### The metal 1 layer

Scale: 1 px per µm.
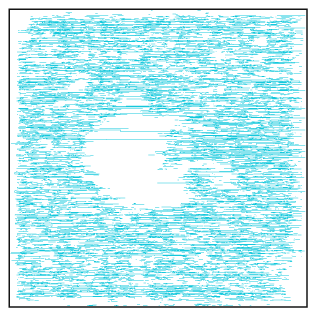
### Sequential cells grouped by signal name

Scale: 1.5 px per µm.
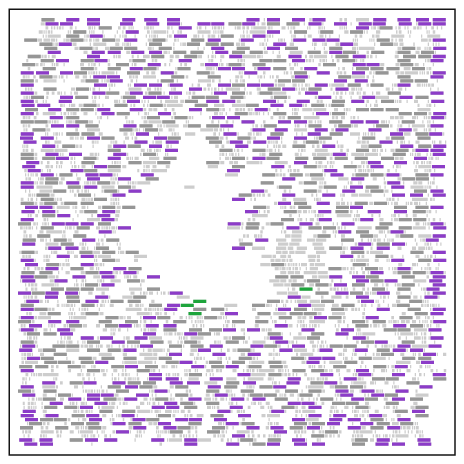
### Layout detail

Window x 210 to 235, y 210 to 235 µm. Cells in grey, sequential cells in the stronger grey; small squares are vias.
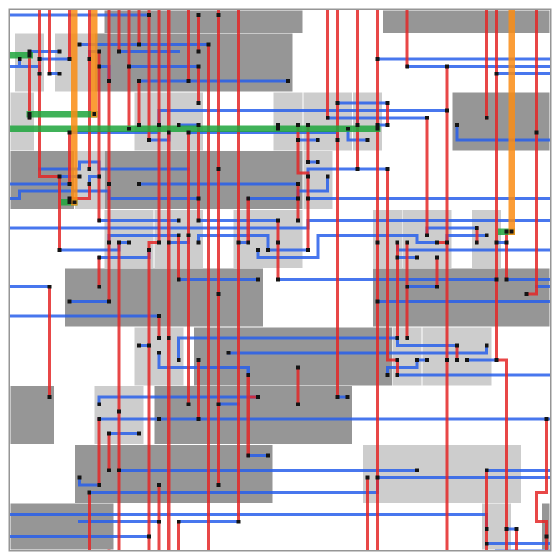
$ cat config.mk
export PLATFORM = sky130hd
export DESIGN_NAME = nvdla_sdp_core_gather
export DESIGN_NICKNAME = d
export VERILOG_FILES = /design/src/rtl/nvdla_sdp_core_gather.sv
export SDC_FILE = /design/constraint.sdc
export NUM_CORES = 2
export LEC_CHECK = 0
export CAP_MARGIN = 30
export CORE_MARGIN = 5
export CORE_UTILIZATION = 50
export DETAILED_ROUTE_END_ITERATION = 7
export DONT_BUFFER_PORTS = 1
export GPL_ROUTABILITY_DRIVEN = 0
export PLACE_DENSITY_LB_ADDON = 0.1
export SLEW_MARGIN = 30
export SYNTH_ARGS = -nofsm -noshare
export SYNTH_HDL_FRONTEND = slang
export SYNTH_SLANG_ARGS = --single-unit
$ cat constraint.sdc
create_clock -name nvdla_core_clk -period 3.03 [get_ports nvdla_core_clk]
set_input_delay 0.606 -clock nvdla_core_clk [delete_from_list [all_inputs] [get_ports nvdla_core_clk]]
set_output_delay 0.606 -clock nvdla_core_clk [all_outputs]
set_load 0.02 [all_outputs]
$ cat src/rtl/nvdla_sdp_core_gather.sv
// Narrow-to-wide beat gatherer: packs RATIO consecutive IW-bit beats into one
// OW-bit word, LSB segment first, with early termination via inp_last.
module nvdla_sdp_core_gather #(
   parameter int IW    = 128,
   parameter int OW    = 512,
   parameter int RATIO = OW / IW
) (
   input  logic             nvdla_core_clk,
   input  logic             nvdla_core_rstn,
   input  logic             inp_pvld,
   output logic             inp_prdy,
   input  logic [IW-1:0]    inp_data,
   input  logic             inp_last,
   output logic             out_pvld,
   input  logic             out_prdy,
   output logic [OW-1:0]    out_data,
   output logic [RATIO-1:0] out_mask
);

   if (!(RATIO == 1 || RATIO == 2 || RATIO == 4 || RATIO == 8 || RATIO == 16) || (OW != IW * RATIO)) begin : g_cfg_err
      $error("nvdla_sdp_core_gather: illegal RATIO/IW/OW combination");
   end

   logic [3:0]       gather_cnt;
   logic [OW-1:0]    acc_data;
   logic [RATIO-1:0] acc_mask;
   logic [OW-1:0]    merged_data;
   logic [RATIO-1:0] merged_mask;
   logic             inp_acc;
   logic             out_acc;
   logic             word_done;

   // Handshake: a transfer happens on a side when pvld and prdy are both high
   // at the clock edge. inp_prdy depends only on registered out_pvld and the
   // downstream out_prdy, so a stalled output word blocks every input beat.
   assign inp_prdy  = !out_pvld | out_prdy;
   assign inp_acc   = inp_pvld & inp_prdy;
   assign out_acc   = out_pvld & out_prdy;
   assign word_done = (gather_cnt == 4'(RATIO - 1)) | inp_last;

   // Accumulator with the incoming beat dropped into the current segment.
   always_comb begin
      merged_data = acc_data;
      merged_mask = acc_mask;
      for (int k = 0; k < RATIO; k++) begin
         if (gather_cnt == 4'(k)) begin
            merged_data[k*IW +: IW] = inp_data;
            merged_mask[k]          = 1'b1;
         end
      end
   end

   always_ff @(posedge nvdla_core_clk or negedge nvdla_core_rstn) begin
      if (!nvdla_core_rstn) begin
         gather_cnt <= 4'd0;
         acc_data   <= '0;
         acc_mask   <= '0;
         out_pvld   <= 1'b0;
         out_data   <= '0;
         out_mask   <= '0;
      end else begin
         if (out_acc) begin
            out_pvld <= 1'b0;
         end
         if (inp_acc) begin
            if (word_done) begin
               // A completing beat overrides the drain above: no bubble.
               out_data   <= merged_data;
               out_mask   <= merged_mask;
               out_pvld   <= 1'b1;
               acc_data   <= '0;
               acc_mask   <= '0;
               gather_cnt <= 4'd0;
            end else begin
               acc_data   <= merged_data;
               acc_mask   <= merged_mask;
               gather_cnt <= gather_cnt + 4'd1;
            end
         end
      end
   end

endmodule

==> run notes <==
run results: status finished with violations, CP Launch Type flop, HP Class in -> async, Syn Inst Count slightly below 4,000, total power between 40 and 50 mW, WP depth 7, grt ovf 0, Adder Share, Synth 0.00122, Non-clk invs 3, clk_lat worst skew about 0.67 ns, clock-net power around 14 mW, Syn. warnings 0, maximum number of pins on one net before global-route repair 1,038, Crit path arrival time 3.07 ns, crit share post-route 0.819, slowest CP cell dfrtp_1, number of DRC markers in iteration 0 roughly 2,600, Reg power frac 0.513, Clk pwr share 0.335, vias in the first global route 29,136, final tally of setup violations 0, Top-area cell share 0.634, aoi share 0.179, Commonest Layout Cell dfrtp_1, Max stage delay on crit path 0.43 ns, crit path from gather_cnt[0], OpenROAD warning count 48, Post-synth EDFFs 0, Setup TNS Final 0 ns, leakage between 20 and 25 nW, drt drc 0, chip width roughly 300 µm, routed wire length 127 mm, clk sink count ~1,000, fin crit period around 2.5 ns, Synth mux share 0, cell family with most CP delay buffers and inverters, Max Cap Violations 0, Worst-path clk slew 0.06 ns, CP required approximately 3.6 ns, Flops just over 1,000, via count roughly 30,000, comb pwr approximately 6.4 mW, Non-clock buffers, area share 0.0239, Final Skew between 0.03 and 0.04 ns, CTS root buffer clkbuf_16, Max Root-Sink Buffers 3, GRT Total Usage 0.280, Routed Antenna Nets 0, Logic family by area AND-OR/OR-AND gates, Clock-cell share 0.0842, Combinational Power Share 0.152, Layout area overhead 11.1%, Hold WS -0.377 ns, global-route wire length before repair roughly 190 mm, # nets final a little under 4,000, via density per instance around 6.2, WL/cell around 26 µm, largest power group registers, yosys simple share 0.141, final hold violation count about 130, peak supply drop about 0.78 mV, TritonCTS clock tree yes, tap cells between 1,000 and 1,500, Int Power between 20 and 30 mW, fin cells approximately 4,900, RSZ-0062 raised after global routing false, router iterations before antenna repair 6, cell type with the largest total area dfrtp_1, Top cells excl fill/tap dfrtp_1, nand2_1, nor2_1, a31oi_1, a22o_1, dpl cell area approximately 42,000 µm², diode count 0, CTS resizes 0, failing checks negative hold slack, CP most frequent cell buf_12, element type at the critical path end flop, async set-reset flop share out of synthesis 1.00, initial antenna violation count 1, multi-input combinational cell area approximately 13,000 µm², worst-case reg-to-reg path depth 7, power density cells ~920 nW/µm², number of cells in Yosys stat between 3,000 and 4,000, clock buffer count from CTS approximately 110, Die Area 87,700 µm², Fmax achieved around 400 MHz, share of post-route cells with drive strength above 1 0.0724, Net Sw Frac 0.351, CP Capture Point out_data[46], dominant kind of cell flip-flops and latches, Layout clock buffers 143, row count ~110, Critical Path Fanout Max 87, Combinational Gates 2,492, yosys xor share 0, worst slew pin tran a little over 1 ns, WP buf/inv 2, synthesis area per yosys just over 40,000 µm², fp util 0.501, fin. max-slew vios 0, HPWL Detailed roughly 75 mm, Design Area, Final 45,500 µm², combinational share of cell area 0.292, Die Ht a little under 300 µm, Seq area share 0.570, Seq/Total Area, Yosys 0.634, pre-CTS setup slack approximately 0.54 ns, htree depth 3, crit-path cells ha_1 -> nor3b_2 -> o211a_4 -> buf_12 -> buf_12 -> nor2_1 -> a31oi_1, Fillers 6,886, switching pwr approximately 15 mW, FF-to-FF Start gather_cnt[0], R2R Setup Slk roughly 0.55 ns, Main synth FF type dfrtp_1, post-CTS setup buffer count 0, biggest area cells dfrtp_1, a22o_1, nand2_1, fin util 0.557, Syn Area/Cell about 11 µm², setup slack after layout 0.548 ns, FF-to-FF End out_data[46], register area around 26,000 µm², ys flops 1,037, bufs w/o clock 64, synthesized area approximately 40,000 µm², io pins ~650, Port Buffer Count 0, Netlist cell types 29, core area between 80,000 and 90,000 µm², Floorplan Nets 4,000, CP Class reg -> reg, Placed Cells between 4,000 and 5,000, Worst slew margin 0.329, sequential power ~22 mW
About 'The metal 1 layer':
nets with wire on the layer = 3,597
share of all routed wire = 39%
longest straight run = 70.4 µm
main direction = horizontal

About 'Sequential cells grouped by signal name':
`acc_mask` -> green  # sequential cells 4
`out_data` -> purple  # sequential cells 512, where all over the die

About 'Layout detail':
met4 -> orange
met1 -> blue
met3 -> green
met2 -> red
cells with their middle in the window = 28
most frequent = dfrtp_1 (8), nand2_1 (5), nor2_1 (4)
netlist names of flops here include = `acc_data` (6), `out_data` (2)
sequential cells in the window = 8

-- layer usage --
layer | GRT usage | up-vias | routed length, µm
met1 | 0.366 | 15266 | 49900
met4 | 0.117 | 2 | 5570
li1 | - | 13140 | -
met2 | 0.424 | 1330 | 57100
met3 | 0.106 | 270 | 14300
met5 | 0 | - | 20
-- sequential cells by signal (all words and copies together) (netlist names) --
register / flops
out_mask: 4
out_pvld: 1
gather_cnt: 4
out_data: 512
acc_data: 512
acc_mask: 4
-- cells in the mapped netlist (2+ instances only) --
master,count
a21oi_1,134
a22o_1,384
a31oi_1,384
and2_1,4
buf_2,174
buf_4,16
buf_6,39
clkbuf_1,102
dfrtp_1,1037
ha_1,4
inv_1,3
nand2_1,778
nand3_1,2
nor2_1,522
nor2_2,4
nor2b_1,129
o21a_1,3
o21ai_0,6
o22ai_1,128
Power and IR drop assume default switching activity.
